## src/rtl/pe_feed_buffer.sv

```systemverilog
// pe_feed_buffer: word FIFO feeding one PE input stream (ifmap or filter).
// Host pushes {last, data}; PE pops with read_en and sees dout/valid/end_signal
// one cycle later. No write-to-read bypass; flush clears contents synchronously.
// Build option: define PE_FEED_UNDERFLOW_EN to build the sticky underflow
// detector (read_en while empty); otherwise underflow is tied low.
module pe_feed_buffer #(
  parameter int WIDTH      = 4,
  parameter int DEPTH      = 8,
  parameter int ADDR_WIDTH = $clog2(DEPTH),
  parameter int CNT_WIDTH  = $clog2(DEPTH + 1)
) (
  input  logic                 clk,
  input  logic                 rst,
  input  logic                 flush,
  input  logic                 wr_en,
  input  logic [WIDTH-1:0]     wr_data,
  input  logic                 wr_last,
  output logic                 full,
  output logic                 empty,
  output logic [CNT_WIDTH-1:0] count,
  input  logic                 read_en,
  output logic [WIDTH-1:0]     dout,
  output logic                 valid,
  output logic                 end_signal,
  output logic                 underflow
);

  localparam logic [ADDR_WIDTH-1:0] LAST_IDX  = ADDR_WIDTH'(DEPTH - 1);
  localparam logic [CNT_WIDTH-1:0]  DEPTH_CNT = CNT_WIDTH'(DEPTH);

  logic [WIDTH:0]          mem [DEPTH];
  logic [ADDR_WIDTH-1:0]   wr_ptr;
  logic [ADDR_WIDTH-1:0]   rd_ptr;
  logic                    push;
  logic                    pop;

  // Status flags come straight from the registered occupancy count.
  assign empty = (count == '0);
  assign full  = (count == DEPTH_CNT);
  assign push  = wr_en & ~full;
  assign pop   = read_en & ~empty;

  // Storage array, deliberately without reset; flush blocks the write.
  always_ff @(posedge clk) begin
    if (!flush && push) begin
      mem[wr_ptr] <= {wr_last, wr_data};
    end
  end

  // Pointers and occupancy count; flush overrides push and pop.
  always_ff @(posedge clk or negedge rst) begin
    if (!rst) begin
      wr_ptr <= '0;
      rd_ptr <= '0;
      count  <= '0;
    end else if (flush) begin
      wr_ptr <= '0;
      rd_ptr <= '0;
      count  <= '0;
    end else begin
      if (push) begin
        wr_ptr <= (wr_ptr == LAST_IDX) ? '0 : wr_ptr + ADDR_WIDTH'(1);
      end
      if (pop) begin
        rd_ptr <= (rd_ptr == LAST_IDX) ? '0 : rd_ptr + ADDR_WIDTH'(1);
      end
      case ({push, pop})
        2'b10:   count <= count + CNT_WIDTH'(1);
        2'b01:   count <= count - CNT_WIDTH'(1);
        default: count <= count;
      endcase
    end
  end

  // Registered read port: single-cycle valid/end strobes, dout holds when idle.
  always_ff @(posedge clk or negedge rst) begin
    if (!rst) begin
      dout       <= '0;
      valid      <= 1'b0;
      end_signal <= 1'b0;
    end else if (flush) begin
      valid      <= 1'b0;
      end_signal <= 1'b0;
    end else begin
      valid      <= pop;
      end_signal <= pop & mem[rd_ptr][WIDTH];
      if (pop) begin
        dout <= mem[rd_ptr][WIDTH-1:0];
      end
    end
  end

`ifdef PE_FEED_UNDERFLOW_EN
  // Sticky underflow: set on read_en while empty, cleared only by reset.
  always_ff @(posedge clk or negedge rst) begin
    if (!rst) begin
      underflow <= 1'b0;
    end else if (read_en && empty) begin
      underflow <= 1'b1;
    end
  end
`else
  assign underflow = 1'b0;
`endif

endmodule
```

## config.mk

```make
export PLATFORM = sky130hd
export DESIGN_NAME = pe_feed_buffer
export DESIGN_NICKNAME = d
export VERILOG_FILES = /design/src/rtl/pe_feed_buffer.sv
export SDC_FILE = /design/constraint.sdc
export NUM_CORES = 1
export LEC_CHECK = 0
export CAP_MARGIN = 20
export CORE_MARGIN = 2
export CORE_UTILIZATION = 25
export DETAILED_ROUTE_END_ITERATION = 6
export GPL_ROUTABILITY_DRIVEN = 0
export SLEW_MARGIN = 5
export SYNTH_ARGS = -nofsm -noshare
export SYNTH_HDL_FRONTEND = slang
export SYNTH_SLANG_ARGS = --single-unit
```

## constraint.sdc

```tcl
create_clock -name clk -period 3.75 [get_ports clk]
set_input_delay 0.375 -clock clk [delete_from_list [all_inputs] [get_ports clk]]
set_output_delay 0.375 -clock clk [all_outputs]
set_load 0.01 [all_outputs]
```

Figure 1. Floorplan with the power grid.
Scale bar: 20 um. Pins as bars on the die edge. Tap cells in gray.
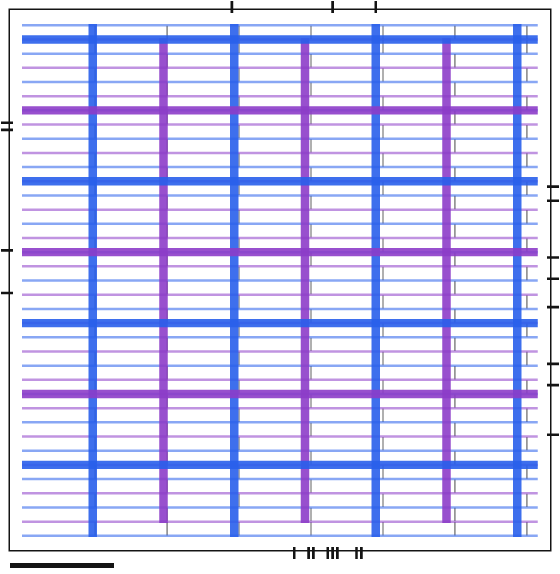
- VSS: blue
- VDD: purple
- met1 rails: 37
- met4 straps: 7
- rows: 36
- met5 straps: 7
- signal pins: 23
Max VDD drop: 207 uV
Die W: 104 um
core box area: 9680 um2
die height: 104 um

==> job_summary.md <==
## PnR job results

| Metric | Value |
|---|---|
| Vias in the first global route | 1417 |
| Top-area cell type share of the netlist area | 48.5% |
| Met2 usage | 14.9% |
| Status | completed |
| Yosys stat area | 2480 um2 |
| HPWL after detailed placement | 3260 um |
| Min-delay worst type | in -> async |
| Clock skew | 0.00435 ns |
| RSZ-0062 raised after global routing | false |
| EDFF count, synth | 40 |
| Met3 Usage GRT | 2.71% |
| Combinational power | 0.000565 W |
| Critical path depth | 8 |
| Storage cell area | 1600 um2 |
| Dpl ws | 1.10 ns |
| R2R depth | 8 |
| Yosys reg bits | 56 |
| Crit share post-route | 66.7% |
| Die area | 10700 um2 |
| Pwr dens | 606 nW/um2 |
| Clock Power Share | 20.2% |
| Switching fraction of total power | 33.1% |
| Yosys top cell by area | edfxtp_1 |
| Initial antenna violation count | 0 |
| WS Path Type | reg -> reg |
| Cells after DPL | 310 |
| First-pass GRT wire length | 7600 um |
| Vias/cell | 4.36 |
| Grt total ovfl | 0 |
| Final wirelength | 4790 um |
| Top sig layer | met4 |
| TritonCTS clock tree | built |
| Yosys cell types | 35 |
| Pwr top | registers |
| Max reg flops | 40 |
| Synth cell count leaders | 40 x edfxtp_1, 20 x nor2_1, 16 x dfrtp_1 |
| Main synth FF type | edfxtp_1 |
| Final setup TNS | 0 ns |
| Setup crit end | count[3]$_DFFE_PN0P_ |
| # DRC | 0 |
| Max cap viols | 0 |
| Worst Path Max Fanout | 10 |
| Crit path buf inv count | 1 |
| Worst skew pair latency | 0.31 ns |
| Most frequent cell after synthesis | edfxtp_1 |
| Top flop regs | mem (40), count (4), dout (4) |
| Seq share, synth | 64.6% |
| Antenna diodes | 0 |
| Final hold vios | 0 |
| Logic area | 821 um2 |
| Largest cells by area | edfxtp_1 48%, dfrtp_1 16%, mux4_2 9.1% |
| Leakage Power | 0.987 nW |
| Setup Buffers After CTS | 0 |
| Power Clock | 0.000356 W |
| Startpoint types | register |
| I/O Pins | 23 |
| DR WL/cell | 15.1 um |
| CTS root buf | clkbuf_8 |
| Worst EP required | 3.98 ns |
| Total power | 0.00176 W |
| Longest Clk Path Bufs | 2 |
| Slew @ Worst Pin | 0.839 ns |
| Grt peak-use layer | met2 |
| Hold buffer count at cts | 0 |
| Synthesized cell area | 2480 um2 |
| Number of buffers created by CTS | 5 |
| IO Port Bufs | 21 |
| CP Capture Type | register |
| Top reg by flops | mem |
| Layout area overhead | 17.5% |
| Met1 Wirelength | 2240 um |
| Slew Limit Fails | 0 |
| Met3 wire length | 179 um |
| 1st-pass router iterations | 4 |
| Cell row count | 36 |
| Critical R2R Launch | count[1]$_DFFE_PN0P_ |
| R2r setup slk | 1.25 ns |
| Most frequent cells in the layout | 40 x edfxtp_1, 21 x clkdlybuf4s50_1, 20 x nor2_1 |
| Clock sink count | 56 |
| Setup-failing EPs final | 0 |
| Worst r2r dst | count[3]$_DFFE_PN0P_ |
| Rel. slew slack | 43.6% |
| Cell area after layout | 2910 um2 |
| Layout cells sized above 1 | 13.5% |
| Area after DPL | 2810 um2 |
| GRT Total Usage | 9.25% |
| Post-route antenna net violation count | 0 |
| Tmin final | 2.50 ns |
| Asr flop ratio synth | 28.6% |
| Sequential power | 0.000843 W |
| Final Net Count | 200 |
| Sequential Power Share | 47.8% |
| Syn Nets | 180 |
| Top cell excl fill/tap | edfxtp_1 |
| Synthesis Warnings | 0 |
| Worst path cell trace | o41ai_4, a21o_4, inv_2, ha_1, a31oi_1, nor3b_1, mux2i_1, o2111ai_1 |
| Fmax | 0.400 GHz |
| WP data arrival | 2.73 ns |
| Cells after Synth | 164 |
| Mean post-synth cell area | 15.1 um2 |
| OpenROAD warnings | 26 |
| Final worst slack | 1.25 ns |
| Cell Count, Final, Fillers Out | 318 |
| Post_cts resized | 0 |
| Fin util | 30.1% |
| Largest net degree at the start of global routing | 21 |
| Iteration-0 DRC Markers | 104 |
| Net switching power figure | 0.000584 W |
| Slowest stage delay, CP | 0.68 ns |
| H-tree levels | 2 |
| Crit-path slowest cell | o41ai_4 |
| Crit. Startpoint | count[1]$_DFFE_PN0P_ |
| Met1 Use GR | 12.2% |
| Critical path's top delay family | AND-OR/OR-AND gates |
| Clock slew at reported path FFs | 0.11 ns |
| Comb pwr share | 32.0% |
Figure 2. Placed cells, one color a class.
Scale bar: 20 um.
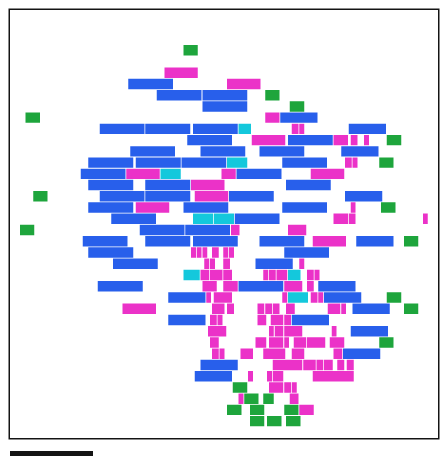
- flops: blue (cells 56; share of their area 58%)
- clock drivers and dummy loads: cyan (cells 8; share of their area 3.6%)
- other buffers and delay cells: green (cells 22; share of their area 7.9%)
- all other logic: magenta (cells 99; share of their area 30%)

-- area by class of cell --
| class | instances | share of cell area (%) |
|---|---|---|
| Clock buffer | 5 | 2.36 |
| Clock inverter | 3 | 0.988 |
| Inverter | 2 | 0.258 |
| Multi-Input combinational cell | 97 | 28.2 |
| Sequential cell | 56 | 55.0 |
| Tap cell | 133 | 5.72 |
| Timing Repair Buffer | 22 | 7.48 |
-- cell families (layout without fill, tap and decap cells) --
group | count (synthesis) | count (layout) | synth area share, %
other | 1 | 1 | 0.151
buffers and inverters | 11 | 32 | 2.27
and+or+nand+nor | 48 | 48 | 9.69
muxes | 19 | 19 | 12.7
adders and majority gates | 6 | 6 | 3.03
DFF | 56 | 56 | 64.6
xor gates and xnor gates | 2 | 2 | 0.707
AOI/OAI and AO/OA | 21 | 21 | 6.82
No activity file was given, so power comes from the tool's default toggle rates.
